### Register map, names as in the netlist, run 1

Other sequential cells in the stronger grey, the rest of the logic in the fainter grey.
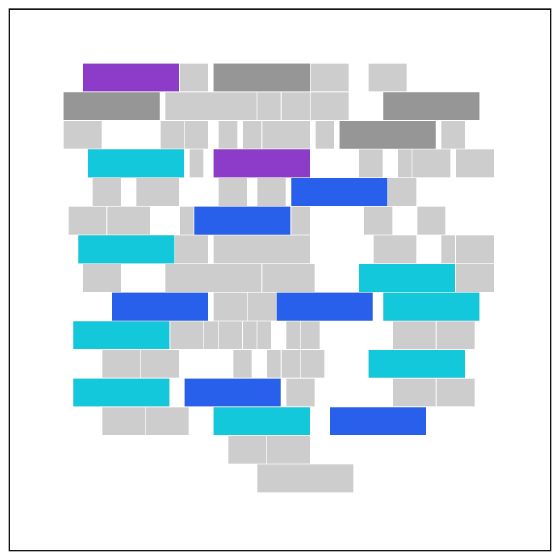
### Congestion heat map, run 1

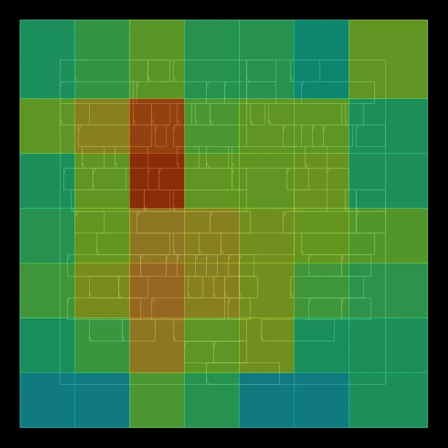
### Signal wires on met2, run 1

Cells faint in the background.
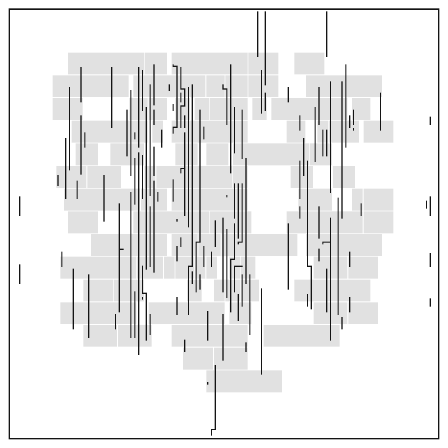
[config.mk]
export PLATFORM = sky130hd
export DESIGN_NAME = ddr_pair_deser
export DESIGN_NICKNAME = d
export VERILOG_FILES = /design/src/rtl/ddr_pair_deser_pkg.sv /design/src/rtl/ddr_pair_deser_fall_capture.sv /design/src/rtl/ddr_pair_deser.sv
export SDC_FILE = /design/constraint.sdc
export NUM_CORES = 1
export LEC_CHECK = 0
export ABC_AREA = 0
export CAP_MARGIN = 20
export CORE_MARGIN = 5
export CORE_UTILIZATION = 48
export CTS_BUF_LIST = sky130_fd_sc_hd__clkbuf_16
export CTS_CLUSTER_SIZE = 12
export DETAILED_ROUTE_END_ITERATION = 10
export GPL_ROUTABILITY_DRIVEN = 0
export PLACE_DENSITY = 0.75
export REMOVE_ABC_BUFFERS = 1
export SLEW_MARGIN = 40
export SYNTH_ARGS = -nofsm -noshare
export SYNTH_HDL_FRONTEND = slang
export SYNTH_SLANG_ARGS = --single-unit
[constraint.sdc]
create_clock -name clk -period 1.8 [get_ports clk]
set_input_delay 0.36 -clock clk [delete_from_list [all_inputs] [get_ports clk]]
set_output_delay 0.36 -clock clk [all_outputs]
set_load 0.02 [all_outputs]
[src/rtl/ddr_pair_deser_pkg.sv]
// Shared types and constants for the DDR pair deserializer.
package ddr_pair_deser_pkg;

  // Framing state: hunting for the sync word, or locked to word boundaries.
  typedef enum logic {HUNT, LOCKED} deser_state_t;

  // Bits gathered per clock: one on the falling edge, one on the rising edge.
  localparam int PAIR_BITS = 2;

endpackage

[src/rtl/ddr_pair_deser_fall_capture.sv]
// Falling-edge capture of the serial stream. This is the only negedge
// process in the block; everything downstream runs on the rising edge.
module ddr_fall_capture (
  input  logic clk,
  input  logic reset,
  input  logic din,
  output logic fall_q
);

  // Hold the falling-edge sample for pairing with the next rising-edge bit.
  always_ff @(negedge clk or posedge reset) begin
    if (reset) fall_q <= 1'b0;
    else       fall_q <= din;
  end

endmodule

[src/rtl/ddr_pair_deser.sv]
// DDR pair deserializer: packs {fall, rise} bit pairs MSB-first into words,
// aligns on a sync word and presents aligned words on a valid/ready port.
module ddr_pair_deser
  import ddr_pair_deser_pkg::*;
#(
  parameter int               WIDTH     = 8,
  parameter logic [WIDTH-1:0] SYNC_WORD = 8'hA5
) (
  input  logic             clk,
  input  logic             reset,
  input  logic             din,
  input  logic             din_en,
  input  logic             out_ready,
  output logic             out_valid,
  output logic [WIDTH-1:0] out_data,
  output logic             locked,
  output logic             overflow
);

  localparam int             CNT_W    = $clog2(WIDTH / PAIR_BITS);
  localparam logic [CNT_W-1:0] LAST_PAIR = CNT_W'(WIDTH / PAIR_BITS - 1);

  deser_state_t         state, state_nxt;
  logic                 fall_q;
  logic [PAIR_BITS-1:0] pair;
  logic [WIDTH-1:0]     shreg, shreg_nxt;
  logic [CNT_W-1:0]     pair_cnt;
  logic                 sync_hit;
  logic                 word_done;

  ddr_fall_capture u_fall (
    .clk    (clk),
    .reset  (reset),
    .din    (din),
    .fall_q (fall_q)
  );

  // Falling sample arrived first, so it takes the higher bit of the pair.
  assign pair      = {fall_q, din};
  assign shreg_nxt = {shreg[WIDTH-PAIR_BITS-1:0], pair};
  assign sync_hit  = (state == HUNT) && din_en && (shreg_nxt == SYNC_WORD);
  assign word_done = (state == LOCKED) && din_en && (pair_cnt == LAST_PAIR);

  // State register.
  always_ff @(posedge clk or posedge reset) begin
    if (reset) state <= HUNT;
    else       state <= state_nxt;
  end

  // Next state: lock on a pair-aligned sync match, drop lock when the stream stops.
  always_comb begin
    state_nxt = state;
    case (state)
      HUNT:    if (sync_hit) state_nxt = LOCKED;
      LOCKED:  if (!din_en)  state_nxt = HUNT;
      default: state_nxt = HUNT;
    endcase
  end

  // State-derived outputs; state is a flop so locked is registered.
  always_comb begin
    locked = (state == LOCKED);
  end

  // Shift register: shifts on every enabled pair; cleared when a locked frame aborts.
  always_ff @(posedge clk or posedge reset) begin
    if (reset)                          shreg <= '0;
    else if (din_en)                    shreg <= shreg_nxt;
    else if (state == LOCKED)           shreg <= '0;
  end

  // Pair counter: position of the next pair within the current word.
  always_ff @(posedge clk or posedge reset) begin
    if (reset)                       pair_cnt <= '0;
    else if (sync_hit)               pair_cnt <= '0;
    else if (state == LOCKED) begin
      if (!din_en)                   pair_cnt <= '0;
      else if (pair_cnt == LAST_PAIR) pair_cnt <= '0;
      else                           pair_cnt <= pair_cnt + CNT_W'(1);
    end
  end

  // Output register and handshake; a word that finds the slot full is dropped.
  always_ff @(posedge clk or posedge reset) begin
    if (reset) begin
      out_valid <= 1'b0;
      out_data  <= '0;
      overflow  <= 1'b0;
    end else if (word_done) begin
      if (!out_valid || out_ready) begin
        out_valid <= 1'b1;
        out_data  <= shreg_nxt;
      end else begin
        overflow  <= 1'b1;
      end
    end else if (out_valid && out_ready) begin
      out_valid <= 1'b0;
    end
  end

endmodule

==> impl_metrics.tcl, run 1 <==
# place-and-route summary
set metrics [dict create \
    dieArea_um2 2630 \
    postCtsSetupRepairBufs 0 \
    regMostFlops "out_data" \
    synth_cells 63 \
    yosysTopAreaCell "dfrtp_1" \
    critPathTopFamily "flip-flops" \
    totalWireLength_mm 1.52 \
    clockBufferDepth 2 \
    insertedDiodeCount 0 \
    slew_headroom_pct 83.5 \
    pg_seq_uw 519 \
    io_pins 16 \
    placed_area_um2 1020 \
    mostFrequentLayoutCells "dfrtp_1 (19), clkdlybuf4s50_1 (15), mux2_1 (8)" \
    antenna_found_initial 0 \
    avgSynthCellArea_um2 13.0 \
    path_depth 2 \
    stdcell_count 102 \
    grt_max_degree 20 \
    tap_cells 17 \
    hold_buffers 0 \
    power_density_nw_per_um2 989 \
    setup_viol 1 \
    hp-class "flop to flop" \
    buffers 21 \
    ys.flop_type "dfrtp_1" \
    fill_cells 124 \
    root_buffer "clkbuf_16" \
    area_dominant_class "registers" \
    highest_layer "met4" \
    cts.clk_slew.worst_paths_ns 0.05 \
    top_regs "out_data x8, shreg x6, pair_cnt x2" \
    area_leaders "dfrtp_1 (58%), mux2_1 (11%), nand2b_1 (3.8%)" \
    wl_met2_um 685 \
    status "complete, but fails checks" \
    whs_endpoint "out_data[3]" \
    critPathBufInv 0 \
    startpoint "u_fall.fall_q" \
    synthSimpleGateAreaFrac_pct 16.5 \
    tool_warnings 27 \
    core_um2 1670 \
    p_clk_share_pct 41.3 \
    finalPower_uw 1090 \
    rr_startpoint "u_fall.fall_q" \
    met1_usage_pct 17.9 \
    met3_usage_pct 3.79 \
    crit_path_end_kind "flop" \
    fin_area_um2 1100 \
    p_leak_uw 0.000534 \
    seq_area_um2 500 \
    die_h_um 51.3 \
    fin_ws_ns -0.0191 \
    cts_tree "built" \
    clk_share_pct 7.16 \
    rr_worst_depth 2 \
    power_leader "sequential cells" \
    synthMuxAreaShare_pct 11.0 \
    worstPathArrival_ns 1.94 \
    syn_area_um2 818 \
    vias_per_cell 5.40 \
    critical_path.startpoint_type "flop" \
    violations "setup timing" \
    hold_ws_ns 0.480 \
    nMultiInputCombCells 39 \
    clk_latency_ns 0.28 \
    std_cell_rows 15 \
    p_switching_uw 242 \
    r2r_end "pair_cnt[0]" \
    path_cells "nor4b_4 -> o22ai_1" \
    r2r_setup_slack_ns -0.02 \
    via_count 551 \
    synth_cell_types 21 \
    yosys.area_share.xor_xnor_pct 0 \
    ys_ff 20 \
    worst_pin_slew_ns 0.246 \
    sh_seq_area_pct 45.5 \
    ys_cells 63 \
    cap_violations 0 \
]
## Picture notes: 'Register map, names as in the netlist'
signal	colour	flops
`pair_cnt`	purple	2
`shreg`	blue	6
`out_data`	cyan	8
not coloured	4

## Picture notes: 'Congestion heat map'
GR met2 Demand/Resource: 21.2%
GRT Total Usage: 13.8%
busiest grt layer: met2
Layout Utilization: 65.9%

## Picture notes: 'Signal wires on met2'
longest straight run	24.1 um
nets with wire on the layer	79

==> run 2, diff against run 1 <==
GPL_TIMING_DRIVEN = 0   (was default)
==> run 2 against run 1 <==
Against the previous run:
- the flow still finishes with violations (setup timing)
- synthesized cell count stayed put
- combinational power down 7%
- worst hold slack got worse by 0.018 ns
- critical path depth stayed put
- wire length decreased by 0.99%
- clock-buffer cell count unchanged
- via count shrank 4.7%
- critical path type unchanged
- sequential share of layout area grew 1.6 points
- clock skew decreased by 0.00062 ns
- cell count fell by 5.9%
- synthesized area did not move
==> impl_metrics.tcl, run 2 <==
# place-and-route summary
set metrics [dict create \
    die_w_um 51.3 \
    clk_latency_ns 0.28 \
    avgSynthCellArea_um2 13.0 \
    largest_reg_flops 8 \
    power_density_nw_per_um2 1020 \
    ys.flop_type "dfrtp_1" \
    setup_viol 2 \
    tool_warnings 27 \
    io_pins 16 \
    fp-utilization_pct 49.0 \
    cts_made_buffers 3 \
    status "complete, but fails checks" \
    worst_pin_slew_ns 0.484 \
    clk_share_pct 7.39 \
    critical_path.startpoint_type "flop" \
    area_dominant_class "registers" \
    area_leaders "dfrtp_1 (58%), mux2_1 (11%), nand2b_1 (3.8%)" \
    crit_path_end_kind "flop" \
    core_um2 1670 \
    rsz0062_at_grt "yes" \
    finalPower_uw 1090 \
    mostFrequentLayoutCells "dfrtp_1 (18), clkdlybuf4s50_1 (14), mux2_1 (8)" \
    tap_cells 17 \
    cts_resized 5 \
    path_class "flop to flop" \
    stdcell_count 96 \
    synth_cells 63 \
    rr_worst_depth 2 \
    placed_cells 92 \
    slew_headroom_pct 67.7 \
    synthArstFlopShare_pct 100 \
    grt_max_degree 21 \
    critPathSlowestCell "dfrtn_1" \
    hp-class "primary input to async pin" \
    insertedDiodeCount 0 \
    p_leak_uw 0.000503 \
    cts_tree "built" \
    io_buffers 15 \
    p_clk_share_pct 42.2 \
    grtUsageTotal_pct 14.2 \
    cts.clk_slew.worst_paths_ns 0.06 \
    critPathBufInv 0 \
    critPathTopFamily "flip-flops" \
    seq_area_um2 502 \
    yosysTopAreaCell "dfrtp_1" \
    grt_pass1_wl_mm 2.58 \
    nMultiInputCombCells 39 \
    syn_area_um2 818 \
    wl_met2_um 686 \
    fill_cells 126 \
    hold_ws_ns 0.462 \
    clockBufferDepth 2 \
    grt_busiest_layer "met2" \
    buffers 15 \
    worstPathArrival_ns 1.94 \
    path_cells "nor4b_4 -> o22ai_1" \
    totalWireLength_mm 1.50 \
    vias_per_cell 5.47 \
    pg_seq_uw 519 \
    ys_chip_area_um2 818 \
    cap_violations 0 \
    synth-adder-area-share_pct 1.53 \
    synthMuxAreaShare_pct 11.0 \
    synth_cell_types 21 \
    top_regs "out_data x8, shreg x6, pair_cnt x2" \
    drt-met1-wl_um 660 \
    sh_seq_area_pct 47.0 \
    rr_startpoint "u_fall.fall_q" \
    synthSimpleGateAreaFrac_pct 16.5 \
    p_switching_uw 251 \
    ys_cells 63 \
    r2r_setup_slack_ns -0.02 \
    drive_above_1_share_pct 10.1 \
    r2r_end "pair_cnt[0]" \
    path_depth 2 \
    root_buffer "clkbuf_16" \
    fin_ws_ns -0.0167 \
    sequentialPowerShare_pct 47.5 \
    slowest_delay_ns 0.37 \
    yosys.area_share.xor_xnor_pct 0 \
    fin_area_um2 1070 \
    ys_ff 20 \
    placed_area_um2 977 \
    hold_buffers 0 \
    clockBufferCount 3 \
    drc 0 \
    startpoint "u_fall.fall_q" \
    dieArea_um2 2630 \
    regMostFlops "out_data" \
    power_leader "sequential cells" \
    antenna_found_initial 0 \
    route.met3.wl_um 106 \
    highest_layer "met4" \
    violations "setup timing" \
    aoi_share_pct 7.80 \
    via_count 525 \
    std_cell_rows 15 \
    die_h_um 51.3 \
    hold_viol_final 0 \
    grt_overflow 0 \
    edf_count 0 \
    postCtsSetupRepairBufs 0 \
]
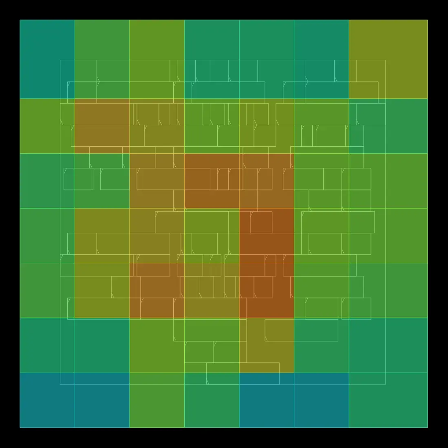
*Congestion heat map, run 2*
GR met2 Demand/Resource: 21.7%
routed len/inst: 15.7 um
Layout Utilization: 63.9%
GRT met1 Usage: 16.6%
met3 Use GR: 5.54%

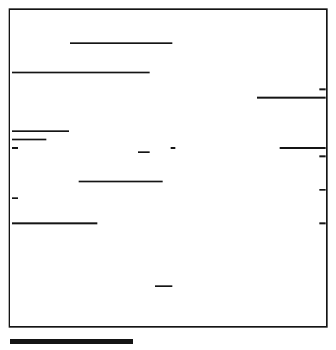
*M3 wires, run 2*
Scale bar: 20 um.
main direction	horizontal
nets with wire on the layer	14
share of all routed wire	7.0%
wire length on this layer	106 um
longest straight run	22.1 um

Power figures rest on the tool's default switching activity, not on a simulated workload.
